## src/rtl/xbar_pkg.sv

```systemverilog
`default_nettype none
// ============================================================================
// Package  : xbar_pkg
// Purpose  : Shared crossbar definitions. Holds the TL-UL channel structs and
//            opcode enums, the device enumeration, the per-device
//            address-space/mask table and the error-responder state
//            encoding.
// Ports    : none (package)
// Revision : 1.0 - initial release
// ============================================================================
package xbar_pkg;

  // --------------------------------------------------------------------------
  // TL-UL channel definitions
  // --------------------------------------------------------------------------
  localparam int unsigned TL_AW  = 32;
  localparam int unsigned TL_DW  = 32;
  localparam int unsigned TL_AIW = 8;
  localparam int unsigned TL_SZW = 2;
  localparam int unsigned TL_DBW = TL_DW / 8;

  typedef enum logic [2:0] {
    PutFullData    = 3'h0,
    PutPartialData = 3'h1,
    Get            = 3'h4
  } tl_a_op_e;

  typedef enum logic [2:0] {
    AccessAck     = 3'h0,
    AccessAckData = 3'h1
  } tl_d_op_e;

  typedef struct packed {
    logic              a_valid;
    tl_a_op_e          a_opcode;
    logic [2:0]        a_param;
    logic [TL_SZW-1:0] a_size;
    logic [TL_AIW-1:0] a_source;
    logic [TL_AW-1:0]  a_address;
    logic [TL_DBW-1:0] a_mask;
    logic [TL_DW-1:0]  a_data;
    logic              d_ready;
  } tl_h2d_t;

  typedef struct packed {
    logic              d_valid;
    tl_d_op_e          d_opcode;
    logic [2:0]        d_param;
    logic [TL_SZW-1:0] d_size;
    logic [TL_AIW-1:0] d_source;
    logic              d_sink;
    logic [TL_DW-1:0]  d_data;
    logic              d_error;
    logic              a_ready;
  } tl_d2h_t;

  // --------------------------------------------------------------------------
  // Device address map
  // --------------------------------------------------------------------------
  localparam int unsigned N_DEVICE = 11;

  typedef enum logic [3:0] {
    TlIccm     = 4'd0,
    TlDccm     = 4'd1,
    TlGpio     = 4'd2,
    TlLdo1     = 4'd3,
    TlLdo2     = 4'd4,
    TlUart     = 4'd5,
    TlTimer    = 4'd6,
    TlSpi      = 4'd7,
    TlI2c      = 4'd8,
    TlPwm      = 4'd9,
    TlPeriCtrl = 4'd10
  } tl_device_e;

  localparam logic [31:0] ADDR_SPACE_ICCM      = 32'h0000_0000;
  localparam logic [31:0] ADDR_SPACE_DCCM      = 32'h1000_0000;
  localparam logic [31:0] ADDR_SPACE_GPIO      = 32'h4008_0000;
  localparam logic [31:0] ADDR_SPACE_LDO1      = 32'h4009_0000;
  localparam logic [31:0] ADDR_SPACE_LDO2      = 32'h400a_0000;
  localparam logic [31:0] ADDR_SPACE_UART      = 32'h4000_0000;
  localparam logic [31:0] ADDR_SPACE_TIMER     = 32'h4001_0000;
  localparam logic [31:0] ADDR_SPACE_SPI       = 32'h4002_0000;
  localparam logic [31:0] ADDR_SPACE_I2C       = 32'h4003_0000;
  localparam logic [31:0] ADDR_SPACE_PWM       = 32'h4004_0000;
  localparam logic [31:0] ADDR_SPACE_PERI_CTRL = 32'h4005_0000;

  localparam logic [31:0] ADDR_MASK_ICCM      = 32'h0001_ffff;
  localparam logic [31:0] ADDR_MASK_DCCM      = 32'h0000_ffff;
  localparam logic [31:0] ADDR_MASK_GPIO      = 32'h0000_ffff;
  localparam logic [31:0] ADDR_MASK_LDO1      = 32'h0000_ffff;
  localparam logic [31:0] ADDR_MASK_LDO2      = 32'h0000_ffff;
  localparam logic [31:0] ADDR_MASK_UART      = 32'h0000_ffff;
  localparam logic [31:0] ADDR_MASK_TIMER     = 32'h0000_ffff;
  localparam logic [31:0] ADDR_MASK_SPI       = 32'h0000_ffff;
  localparam logic [31:0] ADDR_MASK_I2C       = 32'h0000_ffff;
  localparam logic [31:0] ADDR_MASK_PWM       = 32'h0000_ffff;
  localparam logic [31:0] ADDR_MASK_PERI_CTRL = 32'h0000_ffff;

  // Element [i] belongs to device i, so the list runs from the highest index down.
  localparam logic [N_DEVICE-1:0][31:0] ADDR_SPACE = {
    ADDR_SPACE_PERI_CTRL, ADDR_SPACE_PWM, ADDR_SPACE_I2C, ADDR_SPACE_SPI,
    ADDR_SPACE_TIMER, ADDR_SPACE_UART, ADDR_SPACE_LDO2, ADDR_SPACE_LDO1,
    ADDR_SPACE_GPIO, ADDR_SPACE_DCCM, ADDR_SPACE_ICCM
  };

  localparam logic [N_DEVICE-1:0][31:0] ADDR_MASK = {
    ADDR_MASK_PERI_CTRL, ADDR_MASK_PWM, ADDR_MASK_I2C, ADDR_MASK_SPI,
    ADDR_MASK_TIMER, ADDR_MASK_UART, ADDR_MASK_LDO2, ADDR_MASK_LDO1,
    ADDR_MASK_GPIO, ADDR_MASK_DCCM, ADDR_MASK_ICCM
  };

  // --------------------------------------------------------------------------
  // Error responder state encoding
  // --------------------------------------------------------------------------
  typedef enum logic [0:0] {
    ErrIdle = 1'b0,
    ErrResp = 1'b1
  } err_state_e;

endpackage
`default_nettype wire

```

## src/rtl/xbar_err_resp.sv

```systemverilog
`default_nettype none
// ============================================================================
// Module   : xbar_err_resp
// Purpose  : Answers requests that decode to no device. Accepts one request
//            at a time and returns a TL-UL error response the next cycle.
// Ports    : clk_i/rst_ni      clock, async active-low reset
//            a_valid_i/a_ready_o, a_opcode_i, a_source_i, a_size_i  request
//            d_valid_o/d_ready_i, d_opcode_o, d_source_o, d_size_o,
//            d_error_o, d_data_o                                    response
// Revision : 1.0 - initial release
// ============================================================================
module xbar_err_resp
  import xbar_pkg::*;
(
  input  logic              clk_i,
  input  logic              rst_ni,
  input  logic              a_valid_i,
  input  tl_a_op_e          a_opcode_i,
  input  logic [TL_AIW-1:0] a_source_i,
  input  logic [TL_SZW-1:0] a_size_i,
  output logic              a_ready_o,
  input  logic              d_ready_i,
  output logic              d_valid_o,
  output tl_d_op_e          d_opcode_o,
  output logic [TL_AIW-1:0] d_source_o,
  output logic [TL_SZW-1:0] d_size_o,
  output logic              d_error_o,
  output logic [TL_DW-1:0]  d_data_o
);

  err_state_e        state_q, state_d;
  tl_d_op_e          opcode_q, opcode_d;
  logic [TL_AIW-1:0] source_q, source_d;
  logic [TL_SZW-1:0] size_q, size_d;

  always_comb begin
    state_d  = state_q;
    opcode_d = opcode_q;
    source_d = source_q;
    size_d   = size_q;
    unique case (state_q)
      ErrIdle: begin
        // a_ready is 1 in IDLE, so a_valid alone is the accept.
        if (a_valid_i) begin
          state_d  = ErrResp;
          opcode_d = (a_opcode_i == Get) ? AccessAckData : AccessAck;
          source_d = a_source_i;
          size_d   = a_size_i;
        end
      end
      ErrResp: begin
        if (d_ready_i) state_d = ErrIdle;
      end
      default: state_d = ErrIdle;
    endcase
  end

  always_ff @(posedge clk_i or negedge rst_ni) begin
    if (!rst_ni) begin
      state_q  <= ErrIdle;
      opcode_q <= AccessAck;
      source_q <= '0;
      size_q   <= '0;
    end else begin
      state_q  <= state_d;
      opcode_q <= opcode_d;
      source_q <= source_d;
      size_q   <= size_d;
    end
  end

  assign a_ready_o  = (state_q == ErrIdle);
  assign d_valid_o  = (state_q == ErrResp);
  assign d_opcode_o = opcode_q;
  assign d_source_o = source_q;
  assign d_size_o   = size_q;
  assign d_error_o  = (state_q == ErrResp);
  assign d_data_o   = (state_q == ErrResp) ? '1 : '0;

endmodule
`default_nettype wire

```

## src/rtl/xbar_steer_1n.sv

```systemverilog
`default_nettype none
// ============================================================================
// Module   : xbar_steer_1n
// Purpose  : 1-to-N TL-UL steering socket. Decodes the host A-channel against
//            a base/mask table, forwards it to one device (or the internal
//            error responder) and muxes the selected D-channel back. All
//            outstanding requests go to a single target, so responses can
//            never reorder across devices.
// Ports    : clk_i/rst_ni  clock, async active-low reset
//            tl_h_i/tl_h_o host request / response
//            tl_d_o/tl_d_i per-device request / response (NDev each)
// Revision : 1.0 - initial release
// ============================================================================
module xbar_steer_1n
  import xbar_pkg::*;
#(
  parameter int unsigned           NDev           = N_DEVICE,
  parameter int unsigned           MaxOutstanding = 4,
  parameter logic [NDev-1:0][31:0] DevBase        = ADDR_SPACE,
  parameter logic [NDev-1:0][31:0] DevMask        = ADDR_MASK
) (
  input  logic    clk_i,
  input  logic    rst_ni,
  input  tl_h2d_t tl_h_i,
  output tl_d2h_t tl_h_o,
  output tl_h2d_t tl_d_o [NDev],
  input  tl_d2h_t tl_d_i [NDev]
);

  localparam int unsigned CntW = $clog2(MaxOutstanding + 1);
  localparam int unsigned SelW = $clog2(NDev + 1);
  localparam logic [SelW-1:0] ErrSel = SelW'(NDev);

  // Overlapping entries are legal (lowest index wins) but almost always a
  // table mistake, so they are reported at elaboration.
  function automatic logic table_overlaps(input logic [NDev-1:0][31:0] base,
                                          input logic [NDev-1:0][31:0] mask);
    logic ov;
    ov = 1'b0;
    for (int i = 0; i < int'(NDev); i++) begin
      for (int j = i + 1; j < int'(NDev); j++) begin
        if (((base[i] ^ base[j]) & ~mask[i] & ~mask[j]) == 32'h0) ov = 1'b1;
      end
    end
    return ov;
  endfunction

  localparam logic TableOverlap = table_overlaps(DevBase, DevMask);

  if (TableOverlap) begin : g_overlap_warn
    $warning("xbar_steer_1n: overlapping address table entries, lowest index wins");
  end

  logic [CntW-1:0] cnt_q, cnt_d;
  logic [SelW-1:0] sel_q, sel_d;
  logic [SelW-1:0] dev_sel;
  logic            hold;
  logic            tgt_ready;
  logic            a_ready;
  logic            acc_evt;
  logic            rsp_evt;

  logic              err_a_valid;
  logic              err_a_ready;
  logic              err_d_ready;
  logic              err_d_valid;
  tl_d_op_e          err_d_opcode;
  logic [TL_AIW-1:0] err_d_source;
  logic [TL_SZW-1:0] err_d_size;
  logic              err_d_error;
  logic [TL_DW-1:0]  err_d_data;

  // Descending scan so the lowest matching index is the one left standing.
  always_comb begin
    dev_sel = ErrSel;
    for (int i = int'(NDev) - 1; i >= 0; i--) begin
      if ((tl_h_i.a_address & ~DevMask[i]) == DevBase[i]) dev_sel = SelW'(i);
    end
  end

  // Stall when switching targets with traffic in flight, or when full.
  assign hold = ((cnt_q != '0) && (dev_sel != sel_q)) ||
                (cnt_q == CntW'(MaxOutstanding));

  always_comb begin
    tgt_ready = err_a_ready;
    for (int i = 0; i < int'(NDev); i++) begin
      if (dev_sel == SelW'(i)) tgt_ready = tl_d_i[i].a_ready;
    end
  end

  assign a_ready     = ~hold & tgt_ready;
  assign err_a_valid = tl_h_i.a_valid & ~hold & (dev_sel == ErrSel);
  assign err_d_ready = tl_h_i.d_ready & (sel_q == ErrSel);

  // A-channel: payload broadcast, a_valid steered. D-ready follows sel_q.
  always_comb begin
    for (int i = 0; i < int'(NDev); i++) begin
      tl_d_o[i]         = tl_h_i;
      tl_d_o[i].a_valid = tl_h_i.a_valid & ~hold & (dev_sel == SelW'(i));
      tl_d_o[i].d_ready = tl_h_i.d_ready & (sel_q == SelW'(i));
    end
  end

  // D-channel: only the in-flight target is visible to the host.
  always_comb begin
    tl_h_o = '0;
    if (sel_q == ErrSel) begin
      tl_h_o.d_valid  = err_d_valid;
      tl_h_o.d_opcode = err_d_opcode;
      tl_h_o.d_size   = err_d_size;
      tl_h_o.d_source = err_d_source;
      tl_h_o.d_data   = err_d_data;
      tl_h_o.d_error  = err_d_error;
    end
    for (int i = 0; i < int'(NDev); i++) begin
      if (sel_q == SelW'(i)) tl_h_o = tl_d_i[i];
    end
    tl_h_o.a_ready = a_ready;
  end

  assign acc_evt = tl_h_i.a_valid & a_ready;
  assign rsp_evt = tl_h_o.d_valid & tl_h_i.d_ready;

  always_comb begin
    cnt_d = cnt_q;
    sel_d = sel_q;
    if (acc_evt) sel_d = dev_sel;
    unique case ({acc_evt, rsp_evt})
      2'b10:   cnt_d = cnt_q + CntW'(1);
      2'b01:   if (cnt_q != '0) cnt_d = cnt_q - CntW'(1);
      default: cnt_d = cnt_q;
    endcase
  end

  always_ff @(posedge clk_i or negedge rst_ni) begin
    if (!rst_ni) begin
      cnt_q <= '0;
      sel_q <= '0;
    end else begin
      cnt_q <= cnt_d;
      sel_q <= sel_d;
    end
  end

  xbar_err_resp u_err_resp (
    .clk_i      (clk_i),
    .rst_ni     (rst_ni),
    .a_valid_i  (err_a_valid),
    .a_opcode_i (tl_h_i.a_opcode),
    .a_source_i (tl_h_i.a_source),
    .a_size_i   (tl_h_i.a_size),
    .a_ready_o  (err_a_ready),
    .d_ready_i  (err_d_ready),
    .d_valid_o  (err_d_valid),
    .d_opcode_o (err_d_opcode),
    .d_source_o (err_d_source),
    .d_size_o   (err_d_size),
    .d_error_o  (err_d_error),
    .d_data_o   (err_d_data)
  );

`ifndef SYNTHESIS
  a_no_underflow : assert property (@(posedge clk_i) disable iff (!rst_ni)
                                    !(rsp_evt && (cnt_q == '0)));
  a_no_overflow  : assert property (@(posedge clk_i) disable iff (!rst_ni)
                                    cnt_q <= CntW'(MaxOutstanding));
`endif

endmodule
`default_nettype wire

```

## config.mk

```make
export PLATFORM = sky130hd
export DESIGN_NAME = xbar_steer_1n
export DESIGN_NICKNAME = d
export VERILOG_FILES = /design/src/rtl/xbar_pkg.sv /design/src/rtl/xbar_err_resp.sv /design/src/rtl/xbar_steer_1n.sv
export SDC_FILE = /design/constraint.sdc
export NUM_CORES = 1
export LEC_CHECK = 0
export CAP_MARGIN = 20
export CELL_PAD_IN_SITES_DETAIL_PLACEMENT = 1
export CELL_PAD_IN_SITES_GLOBAL_PLACEMENT = 1
export CORE_AREA = 2 2 646 648
export DETAILED_ROUTE_END_ITERATION = 8
export DIE_AREA = 0 0 648 650
export HOLD_SLACK_MARGIN = 0.15
export MAX_ROUTING_LAYER = met4
export PLACE_DENSITY = 0.37
export SLEW_MARGIN = 20
export SYNTH_ARGS = -nofsm -noshare
export SYNTH_HDL_FRONTEND = slang
export SYNTH_SLANG_ARGS = --single-unit
```

## constraint.sdc

```tcl
create_clock -name clk_i -period 9.85 [get_ports clk_i]
set_input_delay 2.4625 -clock clk_i [delete_from_list [all_inputs] [get_ports clk_i]]
set_output_delay 2.4625 -clock clk_i [all_outputs]
set_load 0.01 [all_outputs]
```

### Pin map, run 1

Pins as bars across the die edge, other pins in gray.
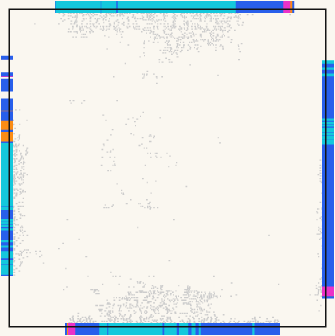
tl_d_o -> blue  # pins 946, direction output, edge 322 bottom, 300 right, 183 top, 141 left
tl_h_o -> orange  # pins 52, direction output, edge 36 left, 8 top, 6 bottom, 2 right
tl_d_i -> cyan  # pins 572, direction input, edge 319 top, 130 bottom, 105 left, 18 right
tl_h_i -> magenta  # pins 86, direction input, edge 38 right, 21 top, 17 bottom, 10 left
I/O Buffers: 997
Vert. Die Dim: 650 um
Die Wd: 648 um

### Clock routing, run 1

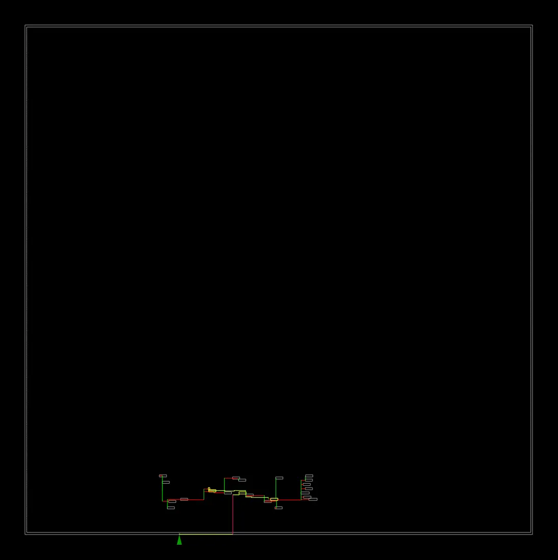
CTS Sinks: 19
TritonCTS Buffers: 3
Power Clock: 94.6 uW
flop count: 19

==> deck_impl_summary.md, run 1 <==
Implementation Results

Logic synthesis
  • Flip-flops with a built-in enable: 0
  • Synth area leaders: buf_4 (55%), dfrtp_1 (3.8%), nor2_1 (3.7%)
  • Syn avg cell area: 6.96 um^2
  • Top comb family, area: buffers and inverters
  • Multiplexer share of the synthesized area: 0.0414
  • Post-synth cell types: 68
  • Seq share, synth: 0.0377
  • Post-Syn Area: 12600 um^2
  • Area leader share: 0.550
  • FA/HA/MAJ Cells, Area Fraction: 0.00159
  • Simple-Gate Area Share: 0.106

Global route
  • Vias in the first global route: 13773
  • GRT overflow: 0
  • First-pass GRT wire length: 204 mm

Pwr
  • Switching Power: 2910 uW
  • Pleak: 0.00635 uW
  • Sw Ratio: 0.649
  • Max VDD drop: 0.143 mV
  • Combinational Power Share: 0.932

STA
  • Relative slew slack: 0.278
  • Period minus WS final: 8.75 ns
  • Tightest Pin Transition: 1.08 ns
  • Setup ws final: 1.10 ns
  • Worst clock skew: 0.00277 ns

Die
  • FP Core Util: 0.0304
  • Chip area: 421000 um^2
  • Std-Cell Rows: 237

Clock network
  • Post-CTS setup buffers: 0
  • Clock root cell: clkbuf_16
  • Worst-path clk slew: 0.06 ns
  • Htree depth: 1

Finish
  • Layout cells sized above 1: 0.0854
  • NumNets Final: 2548

Worst setup path
  • Reg2reg path depth: 11
  • Reg2reg start: sel_q[1]$_DFFE_PN0P_
  • Worst Setup End Kind: primary output
  • Max Fanout on Critical Path: 12
  • R2r endpoint: cnt_q[2]$_DFFE_PN0P_
  • Critical Path RT: 7.39 ns
  • Reg2reg setup slack: 5.52 ns

Job
  • Log Warnings: 26

Outcome
  • Status: finished clean

Routing
  • Via/cell ratio: 1.78
  • # DRC: 0
  • DRT Pass-1 Iters: 7
  • Antenna-violating nets left: 0

Min path
  • Hold Crit Class: flip-flop to flip-flop
### Wiring by layer, run 1

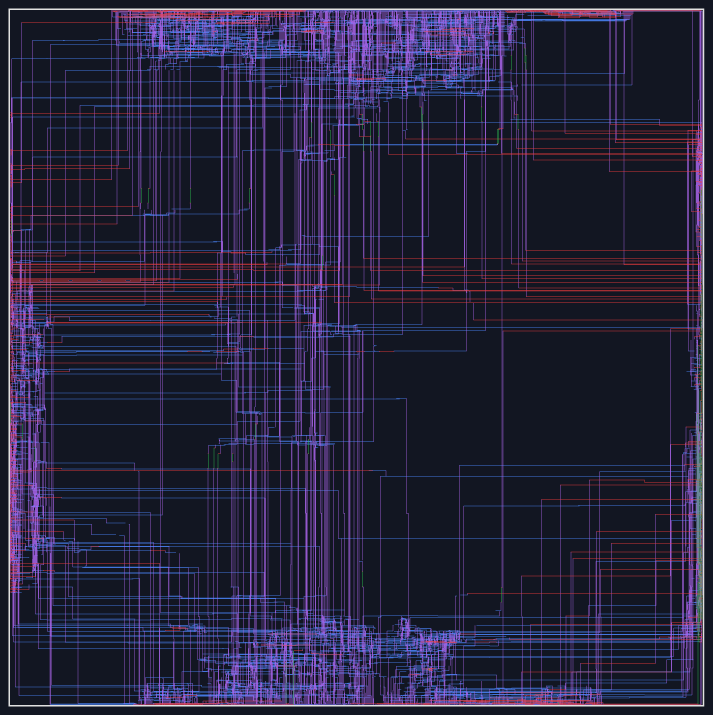
M1 -> blue  # wire length 59.3 mm
M3 -> red  # wire length 20.8 mm
M2 -> purple  # wire length 91.6 mm
M4 -> green  # wire length 2080 um
via count: 13182
drt total wl: 174 mm
All-Layer GR Usage: 0.0806
post-DR wirelength/cell: 23.5 um

### Sequential cells grouped by signal name, run 1

Other sequential cells in the stronger gray, the rest of the logic in the fainter gray.
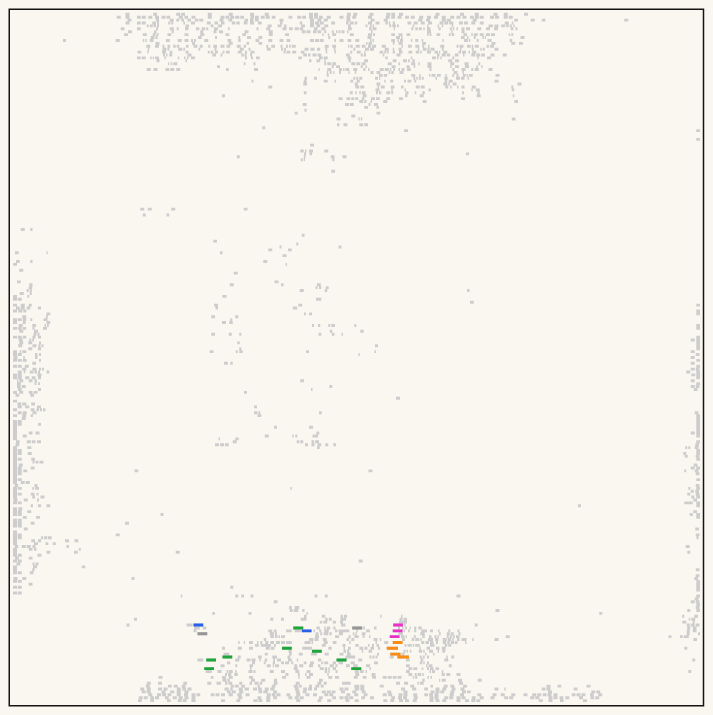
u_err_resp.d_size_o -> blue  # placed flops 2
sel_q -> orange  # placed flops 4, where bottom middle
u_err_resp.d_source_o -> green  # placed flops 8, where bottom middle
cnt_q -> magenta  # placed flops 3
Seq power: 211 uW
sequential share of cell area: 0.0210

==> run 1: final cells by class <==
cell class	instances	area, um^2	share of cell area
sequential	19	484	0.0210
inverter	11	41.3	0.00179
clock buffer	3	75.1	0.00325
clock inverter	1	5.00	0.000217
timing repair buffer	1081	10600	0.459
antenna	21	52.6	0.00227
tap	5497	6880	0.298
multi-input combinational	771	4960	0.215
==> run 1: how the worst min path moves through the flow <==
stage                                    startpoint                                   end  slack (ns)  cells after the start
2_1_floorplan  u_err_resp.d_source_o[2]$_DFFE_PN0P_  u_err_resp.d_source_o[2]$_DFFE_PN0P_        0.48                      1
3_3_place_gp   u_err_resp.d_opcode_o[0]$_DFFE_PN0P_  u_err_resp.d_opcode_o[0]$_DFFE_PN0P_        0.50                      1
3_5_place_dp   u_err_resp.d_source_o[2]$_DFFE_PN0P_  u_err_resp.d_source_o[2]$_DFFE_PN0P_        0.51                      1
4_1_cts        u_err_resp.d_source_o[2]$_DFFE_PN0P_  u_err_resp.d_source_o[2]$_DFFE_PN0P_        0.52                      1
5_1_grt        u_err_resp.d_opcode_o[0]$_DFFE_PN0P_  u_err_resp.d_opcode_o[0]$_DFFE_PN0P_        0.53                      1
6_report       u_err_resp.d_source_o[2]$_DFFE_PN0P_  u_err_resp.d_source_o[2]$_DFFE_PN0P_        0.52                      1
==> run 1: per-stage QoR <==
step,hold WS (ns),power [uW],std cells
after global placement,0.497,4740,7376
final,0.519,4490,7404
after global routing,0.534,4930,7391
after floorplan,0.480,1730,1814
after CTS,0.520,4860,7383
after detailed placement,0.505,4740,7379
==> run 1: cell usage in the layout (no fill, tap or decap), drive strengths merged, types with 5 or more instances in the layout <==
master	netlist	layout
nor2b	7	7
and3	14	14
a2111oi	15	15
nor4	5	5
mux2i	23	23
diode	0	21
buf	936	93
inv	11	11
a31oi	23	23
nand2b	5	5
a211oi	37	37
a222oi	17	17
a221o	8	8
nor3	24	24
dfrtp	19	19
a22o	19	19
o221ai	6	6
nand2	75	75
a221oi	11	11
o22ai	57	57
o21ai	67	67
mux2	21	21
a22oi	27	27
a21oi	89	89
clkdlybuf4s50	0	988
nand3	19	19
o21a	18	18
nor2	126	126
o2bb2ai	5	5
==> run 1: state kept, by name (all words and copies together), names as in the netlist <==
signal,cells
cnt_q,3
sel_q,4
u_err_resp.d_error_o,1
u_err_resp.d_opcode_o,1
u_err_resp.d_size_o,2
u_err_resp.d_source_o,8
==> run 1: metal layers <==
layer	up-vias	part of all wire	GRT usage
met5	-	0	-
met4	0	0.012	0.00639
met3	129	0.12	0.0397
met2	1106	0.53	0.148
met1	6401	0.34	0.0785
li1	5546	-	-
==> run 1: power groups by stage <==
stage,sequential [uW],clock [uW],combinational (uW)
3_3_place_gp,216,0,4520
6_report,211,94.6,4180
2_1_floorplan,136,0,1590
4_1_cts,214,99.5,4550
3_5_place_dp,215,0,4530
5_1_grt,222,102,4610
==> run 1: worst max-delay path, stage by stage <==
cell and delay [ns]:
clkdlybuf4s50_1 0.41, buf_4 0.21, nor4_4 0.30, buf_4 0.25, nand4_2 0.30, a2111oi_0 0.51
a2111o_1 0.20, o2111ai_1 0.26, or3_1 0.42, nor2b_1 0.22, clkdlybuf4s50_1 0.74
==> run 2, diff against run 1 <==
--- a/config.mk
+++ b/config.mk
@@ -8,12 +8,14 @@
 export CAP_MARGIN = 20
 export CELL_PAD_IN_SITES_DETAIL_PLACEMENT = 1
 export CELL_PAD_IN_SITES_GLOBAL_PLACEMENT = 1
-export CORE_AREA = 2 2 646 648
+export CORE_AREA = 2 2 651 653
 export DETAILED_ROUTE_END_ITERATION = 8
-export DIE_AREA = 0 0 648 650
+export DIE_AREA = 0 0 653 655
+export DONT_BUFFER_PORTS = 1
 export HOLD_SLACK_MARGIN = 0.15
 export MAX_ROUTING_LAYER = met4
-export PLACE_DENSITY = 0.37
+export PLACE_DENSITY = 0.3
+export SETUP_SLACK_MARGIN = 0.3
 export SLEW_MARGIN = 20
 export SYNTH_ARGS = -nofsm -noshare
 export SYNTH_HDL_FRONTEND = slang
### Wiring by layer, run 2

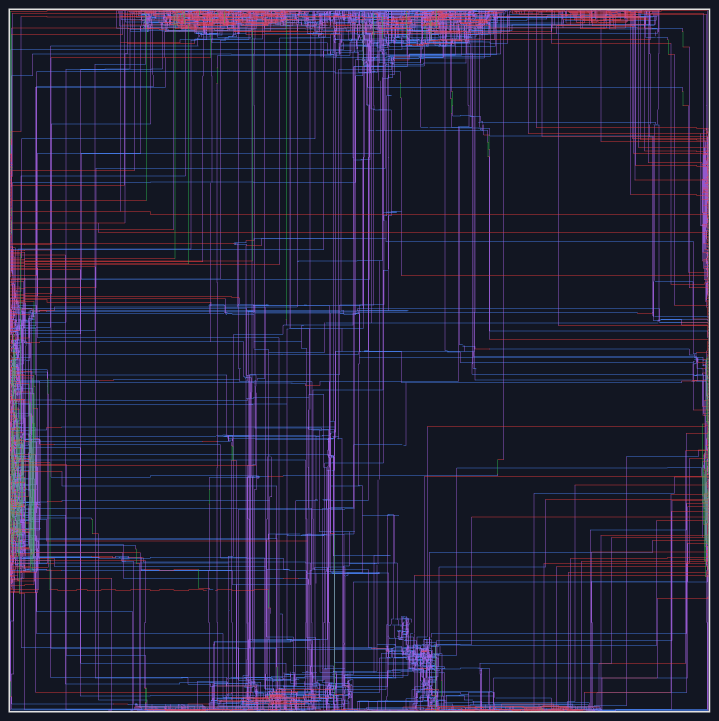
M1 -> blue  # wire length 51.4 mm
M2 -> purple  # wire length 75.2 mm
M4 -> green  # wire length 5490 um
M3 -> red  # wire length 23.0 mm
All-Layer GR Usage: 0.0700
post-DR wirelength/cell: 24.0 um
via count: 10183

==> run 2 against run 1 <==
Net effect:
- the flow now finishes with violations (design-rule violations)
- final cell count is 13% lower
- design area is 42% lower
- sequential share of layout area rose by 1.5 points
- flip-flop count unchanged
- critical endpoint is now tl_d_o[859]
- core utilization down 2.4 points
- via count fell by 23%
- synthesized area did not move
- synthesized cell count stayed put
- highest routed layer unchanged
- largest cell class is now tap cells
==> deck_impl_summary.md, run 2 <==
Implementation Results

Outcome
  • Status: finished with violations
  • Failing checks: design-rule violations

Logic synthesis
  • Simple-Gate Area Share: 0.106
  • Multiplexer share of the synthesized area: 0.0414
  • Flip-flops with a built-in enable: 0
  • Top comb family, area: buffers and inverters
  • Syn avg cell area: 6.96 um^2

Global route
  • GRT overflow: 0

Worst setup path
  • Reg2reg setup slack: 5.60 ns
  • Max Fanout on Critical Path: 12
  • Worst Setup End Kind: primary output
  • Worst path slowest cell: a2111oi_0
  • Critical path's top delay family: simple AND/OR/NAND/NOR gates

STA
  • Relative slew slack: 0.285

Clock network
  • Clock root cell: clkbuf_16
  • Worst-path clk slew: 0.09 ns
  • Post-CTS setup buffers: 0

Pwr
  • Combinational Power Share: 0.915
  • Pwr Total: 3690 uW

Die
  • Std-Cell Rows: 239
  • FP Core Util: 0.0299
  • Die Wd: 653 um

Min path
  • Hold Crit Class: flip-flop to flip-flop
  • Worst Hold Endpoint: u_err_resp.d_source_o[2]$_DFFE_PN0P_

Routing
  • # DRC: 2
  • Via/cell ratio: 1.58

Job
  • Log Warnings: 26
==> run 2: cell types whose count changed in the layout (fill, tap and decap cells not counted), sizes merged <==
cell | previous run | this run
buf | 93 | 69
clkdlybuf4s50 | 988 | 0
diode | 21 | 47
==> run 2: through the flow <==
step | instance area, um^2 | cells
floorplan | 12600 | 1814
global placement | 13200 | 6412
detailed placement | 13200 | 6413
CTS | 13300 | 6417
global route | 13400 | 6452
finish | 13400 | 6464
==> run 2: worst max path at each step <==
stage / to / from / cells past startpoint
after global placement: tl_d_o[859] / tl_h_i[61] / 7
after global routing: tl_d_o[859] / tl_h_i[61] / 7
after CTS: tl_d_o[859] / tl_h_i[61] / 7
after floorplan: tl_d_o[429] / tl_h_i[66] / 9
after detailed placement: tl_d_o[859] / tl_h_i[61] / 7
final: tl_d_o[859] / tl_h_i[62] / 7
==> run 2: cells by family (layout without fill, tap and decap cells) <==
logic type	count (synthesis)	count (layout)
other cells	0	47
simple gates	294	294
fa+ha+maj	1	1
mux	45	45
compound gates	430	430
flops	19	19
buf+inv	1024	84
xor+xnor	1	1
==> run 2: worst register-to-register path, delay by kind of cell, from the launching register on <==
kind	cells	cell delay (ns)
adders and majority gates	1	0.43
DFF	1	0.65
AOI/OAI and AO/OA	5	1.36
buffers and inverters	2	0.52
and+or+nand+nor	2	0.91
muxes	1	0.29
==> run 2: per-layer routing <==
layer / track usage / wire length, um / vias up
met3: 0.0447 / 23000 / 273
met1: 0.0673 / 51400 / 4940
li1: - / - / 3540
met4: 0.0210 / 5490 / 0
met5: - / 0 / -
met2: 0.115 / 75200 / 1430
==> run 2: cell type report <==
cell class                      instances  area, um^2
Fill cell                           50654      408000
Tap cell                             5543        6940
Multi-Input combinational cell        771        5190
Timing Repair Buffer                   69         558
Sequential cell                        19         484
Antenna cell                           47         118
Clock buffer                            3        75.1
Inverter                               11        41.3
Clock inverter                          1        5.00
==> run 2: power groups by stage <==
stage | logic [uW] | clock network [uW] | registers (uW)
floorplan | 1590 | 0 | 136
global placement | 3630 | 0 | 196
detailed placement | 3650 | 0 | 198
CTS | 3660 | 132 | 197
global route | 3710 | 131 | 199
finish | 3370 | 123 | 190
Power figures rest on the tool's default switching activity, not on a simulated workload.
